Fig. 1: cells coloured by class
Fill, decap, tap and diode cells in grey.
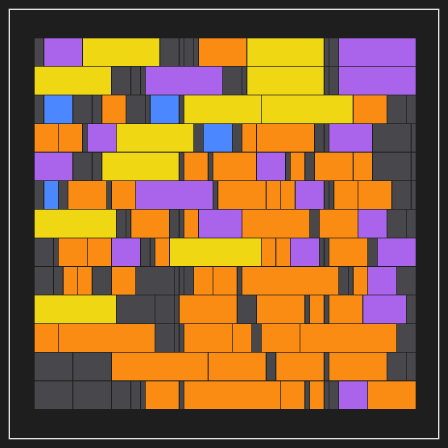
Fig. 2: signal metal coverage by tile
Bar = 10 um. 8 x 8 tiles, from black (low) to pale yellow (high), scaled to the fullest tile. Values are wire area over tile area, all layers added.
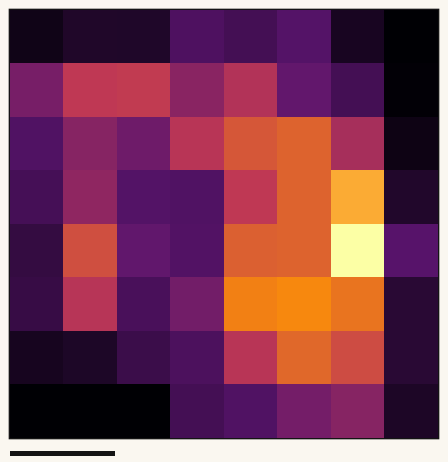
Fig. 3: register map, names as in the netlist
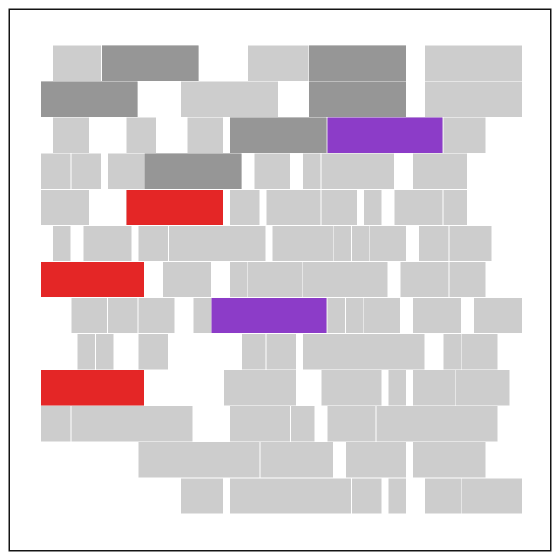
Fig. 4: wiring by layer
Bar = 10 um. Only two layers are drawn.
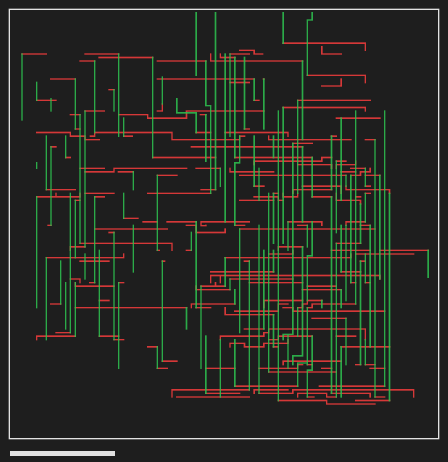
$ cat src/rtl/ff_pkg.sv
// Shared types and constants for the flip-flop input conditioning blocks.
package ff_pkg;

  // The encoding is chosen so that bit 1 is the accepted level and the two
  // qualifying states are the ones where the bits differ.
  typedef enum logic [1:0] {
    S_LOW      = 2'b00,
    S_CHK_HIGH = 2'b01,
    S_HIGH     = 2'b11,
    S_CHK_LOW  = 2'b10
  } cond_state_e;

  localparam logic RST_ACTIVE = 1'b0;

endpackage

$ cat src/rtl/ff_sync_chain.sv
// Multi-stage flop synchroniser for a single asynchronous bit.
module ff_sync_chain
  import ff_pkg::*;
#(
  parameter int STAGES = 2
) (
  input  logic clk,
  input  logic rst,
  input  logic d,
  output logic q
);

  logic [STAGES-1:0] sync_q;
  logic [STAGES-1:0] sync_d;

  always_comb begin
    sync_d = {sync_q[STAGES-2:0], d};
  end

  // NOTE: sequential state uses non-blocking assignments so every stage
  // samples the previous stage's old value on the same edge.
  always_ff @(posedge clk) begin
    if (rst == RST_ACTIVE) begin
      sync_q <= '0;
    end else begin
      sync_q <= sync_d;
    end
  end

  assign q = sync_q[STAGES-1];

endmodule

$ cat src/rtl/ff_input_conditioner.sv
// Synchronise, debounce and edge-detect an asynchronous input into clean
// level/rise/fall/busy controls for downstream flip-flop cells.
module ff_input_conditioner
  import ff_pkg::*;
#(
  parameter int SYNC_STAGES     = 2,
  parameter int DEBOUNCE_CYCLES = 4
) (
  input  logic clk,
  input  logic rst,
  input  logic in_raw,
  input  logic sample_en,
  output logic level,
  output logic rise,
  output logic fall,
  output logic busy
);

  localparam int              CNT_W    = $clog2(DEBOUNCE_CYCLES + 1);
  localparam logic [CNT_W-1:0] CNT_LAST = CNT_W'(DEBOUNCE_CYCLES - 1);

  logic             s;
  cond_state_e      state_q, state_d;
  logic [CNT_W-1:0] cnt_q, cnt_d;
  logic             level_q, level_d;
  logic             rise_q, rise_d;
  logic             fall_q, fall_d;
  logic             busy_q, busy_d;

  ff_sync_chain #(
    .STAGES (SYNC_STAGES)
  ) u_sync (
    .clk (clk),
    .rst (rst),
    .d   (in_raw),
    .q   (s)
  );

  // NOTE: every signal written here is given a default first, so no path
  // through the case can leave one unassigned and infer a latch.
  always_comb begin
    state_d = state_q;
    cnt_d   = cnt_q;
    unique case (state_q)
      S_LOW: begin
        if (s) begin
          state_d = S_CHK_HIGH;
          cnt_d   = '0;
        end
      end
      S_CHK_HIGH: begin
        if (!s) begin
          state_d = S_LOW;
        end else if (sample_en) begin
          if (cnt_q == CNT_LAST) state_d = S_HIGH;
          else                   cnt_d   = cnt_q + CNT_W'(1);
        end
      end
      S_HIGH: begin
        if (!s) begin
          state_d = S_CHK_LOW;
          cnt_d   = '0;
        end
      end
      S_CHK_LOW: begin
        if (s) begin
          state_d = S_HIGH;
        end else if (sample_en) begin
          if (cnt_q == CNT_LAST) state_d = S_LOW;
          else                   cnt_d   = cnt_q + CNT_W'(1);
        end
      end
      default: state_d = S_LOW;
    endcase
  end

  // Outputs are decoded from the next state so they change on the same edge
  // as the state register rather than one cycle later.
  always_comb begin
    level_d = (state_d == S_HIGH) || (state_d == S_CHK_LOW);
    busy_d  = (state_d == S_CHK_HIGH) || (state_d == S_CHK_LOW);
    rise_d  = (state_q == S_CHK_HIGH) && (state_d == S_HIGH);
    fall_d  = (state_q == S_CHK_LOW) && (state_d == S_LOW);
  end

  always_ff @(posedge clk) begin
    if (rst == RST_ACTIVE) begin
      state_q <= S_LOW;
      cnt_q   <= '0;
      level_q <= 1'b0;
      rise_q  <= 1'b0;
      fall_q  <= 1'b0;
      busy_q  <= 1'b0;
    end else begin
      state_q <= state_d;
      cnt_q   <= cnt_d;
      level_q <= level_d;
      rise_q  <= rise_d;
      fall_q  <= fall_d;
      busy_q  <= busy_d;
    end
  end

  assign level = level_q;
  assign rise  = rise_q;
  assign fall  = fall_q;
  assign busy  = busy_q;

endmodule

$ cat config.mk
export PLATFORM = sky130hd
export DESIGN_NAME = ff_input_conditioner
export DESIGN_NICKNAME = d
export VERILOG_FILES = /design/src/rtl/ff_pkg.sv /design/src/rtl/ff_sync_chain.sv /design/src/rtl/ff_input_conditioner.sv
export SDC_FILE = /design/constraint.sdc
export NUM_CORES = 1
export LEC_CHECK = 0
export CAP_MARGIN = 5
export CORE_MARGIN = 2
export CORE_UTILIZATION = 46
export DETAILED_ROUTE_END_ITERATION = 10
export HOLD_SLACK_MARGIN = 0.06
export PLACE_DENSITY = 0.77
export SETUP_SLACK_MARGIN = 0.4
export SYNTH_ARGS = -nofsm -noshare
export SYNTH_HDL_FRONTEND = slang
export SYNTH_HIERARCHICAL = 1
export SYNTH_SLANG_ARGS = --single-unit
export TNS_END_PERCENT = 50
$ cat constraint.sdc
create_clock -name clk -period 1.95 [get_ports clk]
set_clock_uncertainty 0.2 [all_clocks]
set_input_delay 0.39 -clock clk [delete_from_list [all_inputs] [get_ports clk]]
set_output_delay 0.39 -clock clk [all_outputs]
set_load 0.1 [all_outputs]
==> impl_report.txt <==
IMPLEMENTATION SUMMARY REPORT
----------------------------------------------------
[Placed design]
  Count of buffers inserted at the top-level ports ........................ 7
  Worst slack after detailed placement ........................ -0.1690 ns
  Post-detail-place hpwl ........................ 959.3 um
  DP Cell Count ........................ 94
  GP Congestion ........................ 0.7040
  Cell area after placement ........................ 868.3 sq um

[Yosys]
  Summed standard-cell area reported by yosys ........................ 620.6 sq um
  Cell types with the highest counts after synthesis ........................ sky130_fd_sc_hd__dfxtp_1 (11), sky130_fd_sc_hd__ha_1 (8), sky130_fd_sc_hd__nand2_1 (6), sky130_fd_sc_hd__inv_1 (5), sky130_fd_sc_hd__nor2b_1 (5)
  Top area cells in the synthesized netlist ........................ sky130_fd_sc_hd__dfxtp_1 (35%), sky130_fd_sc_hd__ha_1 (16%), sky130_fd_sc_hd__nor2b_1 (5.0%)
  Synthesized area per cell ........................ 9.403 sq um
  # Cells Yosys ........................ 66
  Post-Synthesis Cells ........................ 66
  Yosys top cell area share ........................ 35.48%
  Dominant synthesized flop cell ........................ sky130_fd_sc_hd__dfxtp_1
  Most repeated cell in the gate-level netlist after synthesis ........................ sky130_fd_sc_hd__dfxtp_1
  Ys Warns ........................ 6
  Part of the Yosys area used for sequential elements ........................ 35.48%
  Flip-flops with a built-in enable ........................ 0
  Number of synthesized register bits ........................ 11
  Cell Type Count ........................ 25
  Cell type with the largest total area ........................ sky130_fd_sc_hd__dfxtp_1
  Synthesized Nets ........................ 78
  Total standard cell area after synthesis ........................ 620.6 sq um
  Async set-or-reset flop fraction in the synthesized netlist ........................ 0%

[GRT]
  Global-route wire length before repair ........................ 1890 um
  Total congestion overflow ........................ 0
  Number of antenna violations at the first check in global routing ........................ 0
  Vias in the first global route ........................ 449
  Maximum number of pins on one net before global-route repair ........................ 9

[Flow run]
  Tool warnings ........................ 33
  Number of max-cap violations ........................ 0

[STA]
  Max-slew violations ........................ 0
  Worst hold slack across all endpoints ........................ 0.2378 ns
  Maximum clock rate ........................ 0.5283 GHz
  Final hold violations ........................ 0
  Relative max-transition margin ........................ 79.75%
  Setup TNS ........................ 0 ns
  RSZ-0062 raised after global routing ........................ yes
  Final Critical Period ........................ 1.893 ns
  Setup violators final ........................ 0
  Slew @ Worst Pin ........................ 0.3033 ns
  Final setup slack of the worst path ........................ 0.05727 ns
  Fin crit share ........................ 97.06%

[Floorplanning]
  Floorplan Utilization ........................ 48.30%
  Number of I/O pins ........................ 8
  Die outline height ........................ 40.73 um
  Total die size ........................ 1659 sq um
  Die span in x ........................ 40.73 um

[Setup path]
  Startpoint Class ........................ flop
  Category of the most critical setup path ........................ reg2reg
  Kind of end point of the critical path ........................ flop
  Arrival @ worst endpoint ........................ 1.89 ns
  Highest net fanout along the worst path ........................ 6
  Required time worst endpoint ........................ 1.95 ns

[Clock network]
  Clk sinks ........................ 11
  TritonCTS clock tree ........................ built
  Num CTS Buffers ........................ 3
  Clock buffer depth ........................ 2
  Number of buffers inserted for hold repair after clock tree synthesis ........................ 0
  Clock edge transition at the registers on the reported setup and hold paths ........................ 0.07 ns
  CTS Root Cell ........................ sky130_fd_sc_hd__clkbuf_4
  Level count of the clock H-tree ........................ 1
  Late-Pin Clk Latency ........................ 0.26 ns

[Finish]
  Share of post-route cells with drive strength above 1 ........................ 50.00%
  Number of diodes added for antenna fixing ........................ 0
  Finished Cell Area ........................ 1003 sq um
  Logic cell area ........................ 498.0 sq um
  Area added between synthesis and finish ........................ 61.69%
  Non-filler cells in the finished layout ........................ 103
  Layout net count ........................ 101
  Total of fill cells in the finished design ........................ 82

[Status]
  Result of the run ........................ completed

[Detailed routing]
  Detailed-route DRC error count ........................ 0
  Detailed-routing iteration count for the pre-antenna-repair pass ........................ 2
  Vias per inst ........................ 5.175
  Post-DRT Antenna Nets ........................ 0
  First DRT Iteration DRCs ........................ 8

[Pwr]
  Leakage dissipation ........................ 0.3864 nW
  Tot Pwr ........................ 0.4980 mW
  Peak supply drop ........................ 0.0006103 V
  Total power per unit cell area ........................ 496.3 nW/um^2

[Min path]
  Class of the tightest hold or removal check ........................ reg2reg

----------------------------------------------------
-- Fig. 1 (at the start) --
[remaining logic cells] orange | cells: 55
[remaining buffers and delay cells] purple | cells: 18
[clock drivers and dummy loads] blue | cells: 4
[sequential cells] yellow | cells: 11
Core Area: 1285 sq um
count of standard-cell rows: 13

-- Fig. 2 (at the start) --
tiles over half the peak: 25%
nearly empty tiles: 7.8%
mean over tiles: 0.13
densest ninth of the die: middle right
emptiest ninth of the die: lower left
fullest tile: 0.41
aggregate routed wire length: 1452 um
wire per inst: 14.10 um

-- Fig. 3 (at the start) --
[state_q] purple | placed flops: 2
[cnt_q] red | placed flops: 3
power in sequential cells: 0.237 mW
proportion of cell area occupied by registers: 22.94%
Post-Route Utilization: 78.09%
Reg area: 230.2 sq um

-- Fig. 4 (at the start) --
[M2] green | wire length: 790 um
[M1] red | wire length: 634 um
vias post-DR: 533
Global Route Usage Sum: 17.78%

[flip-flops by register name, indices dropped and copies added, names as in the netlist]
name and cells:
busy 1, cnt_q 3, fall 1, level 1, rise 1, state_q 2
u_sync/sync_q 2
[kinds of logic after synthesis]
family | share of synthesized area [%]
mux | 3.226
compound gates | 14.32
flops | 35.48
simple gates | 27.82
fa+ha+maj | 16.13
buf+inv | 3.025
[power by group]
part	switching, mW	total, mW	leakage [nW]	internal (mW)
combinational	0.0567	0.112	0.280	0.0557
clock	0.0700	0.149	0.0150	0.0789
sequential	0.00794	0.237	0.0918	0.229
[final cells by class]
| class | instances | area share (%) |
|---|---|---|
| timing repair buffer | 18 | 20.32 |
| inverter | 5 | 2.618 |
| multi-input combinational | 50 | 49.63 |
| tap | 15 | 1.870 |
| sequential | 11 | 22.94 |
| clock buffer | 4 | 2.618 |
[layer usage]
metal / part of all wire, % / wire, um / global-route usage [%] / up-vias
met2: 54 / 790 / 34.52 / 6
met4: 0 / 0 / 0 / 0
met3: 1.9 / 28 / 6.522 / 0
met1: 44 / 633 / 19.14 / 251
met5: 0 / 0 / 0 / -
li1: - / - / - / 276
[worst max-delay path, cell delays in order (launching register included)]
cell                      delay, ns
sky130_fd_sc_hd__dfxtp_4       0.41
sky130_fd_sc_hd__inv_4         0.06
sky130_fd_sc_hd__ha_4          0.18
sky130_fd_sc_hd__or2_4         0.24
sky130_fd_sc_hd__a21oi_2       0.11
sky130_fd_sc_hd__o22a_2        0.19
sky130_fd_sc_hd__nor2_1        0.05
sky130_fd_sc_hd__ha_1          0.29
sky130_fd_sc_hd__nor2b_1       0.10
[cell usage in the layout (no fill, tap or decap), types with 2 or more instances in the layout]
master,instances
sky130_fd_sc_hd__dfxtp_1,7
sky130_fd_sc_hd__buf_6,3
sky130_fd_sc_hd__nor2_1,4
sky130_fd_sc_hd__ha_1,2
sky130_fd_sc_hd__dfxtp_2,2
sky130_fd_sc_hd__nor3b_2,2
sky130_fd_sc_hd__nor3_2,2
sky130_fd_sc_hd__buf_12,4
sky130_fd_sc_hd__nand2_1,6
sky130_fd_sc_hd__clkbuf_4,3
sky130_fd_sc_hd__inv_1,2
sky130_fd_sc_hd__mux2i_1,2
sky130_fd_sc_hd__buf_4,8
sky130_fd_sc_hd__nor2b_1,5
sky130_fd_sc_hd__ha_4,5
sky130_fd_sc_hd__dfxtp_4,2
sky130_fd_sc_hd__nand2b_1,2
sky130_fd_sc_hd__and2_1,3
sky130_fd_sc_hd__clkdlybuf4s50_1,3
[worst paths after layout]
path	slack, ns	depth (start not counted)	from	endpoint
setup / recovery	0.06	8	state_q[1]	busy
hold / removal	0.24	1	u_sync/sync_q[0]	u_sync/sync_q[1]
setup reg to reg	0.06	8	state_q[1]	busy
hold reg to reg	0.24	1	u_sync/sync_q[0]	u_sync/sync_q[1]
[repair_timing]
item | 4_1_cts | 5_1_grt
pin swaps | 4 | 8
setup buffers | 2 | 3
gates resized | 3 | 13
cloned | 0 | 0
endpoints found under the setup margin | 9 | 9
No activity file was given, so power comes from the tool's default toggle rates.
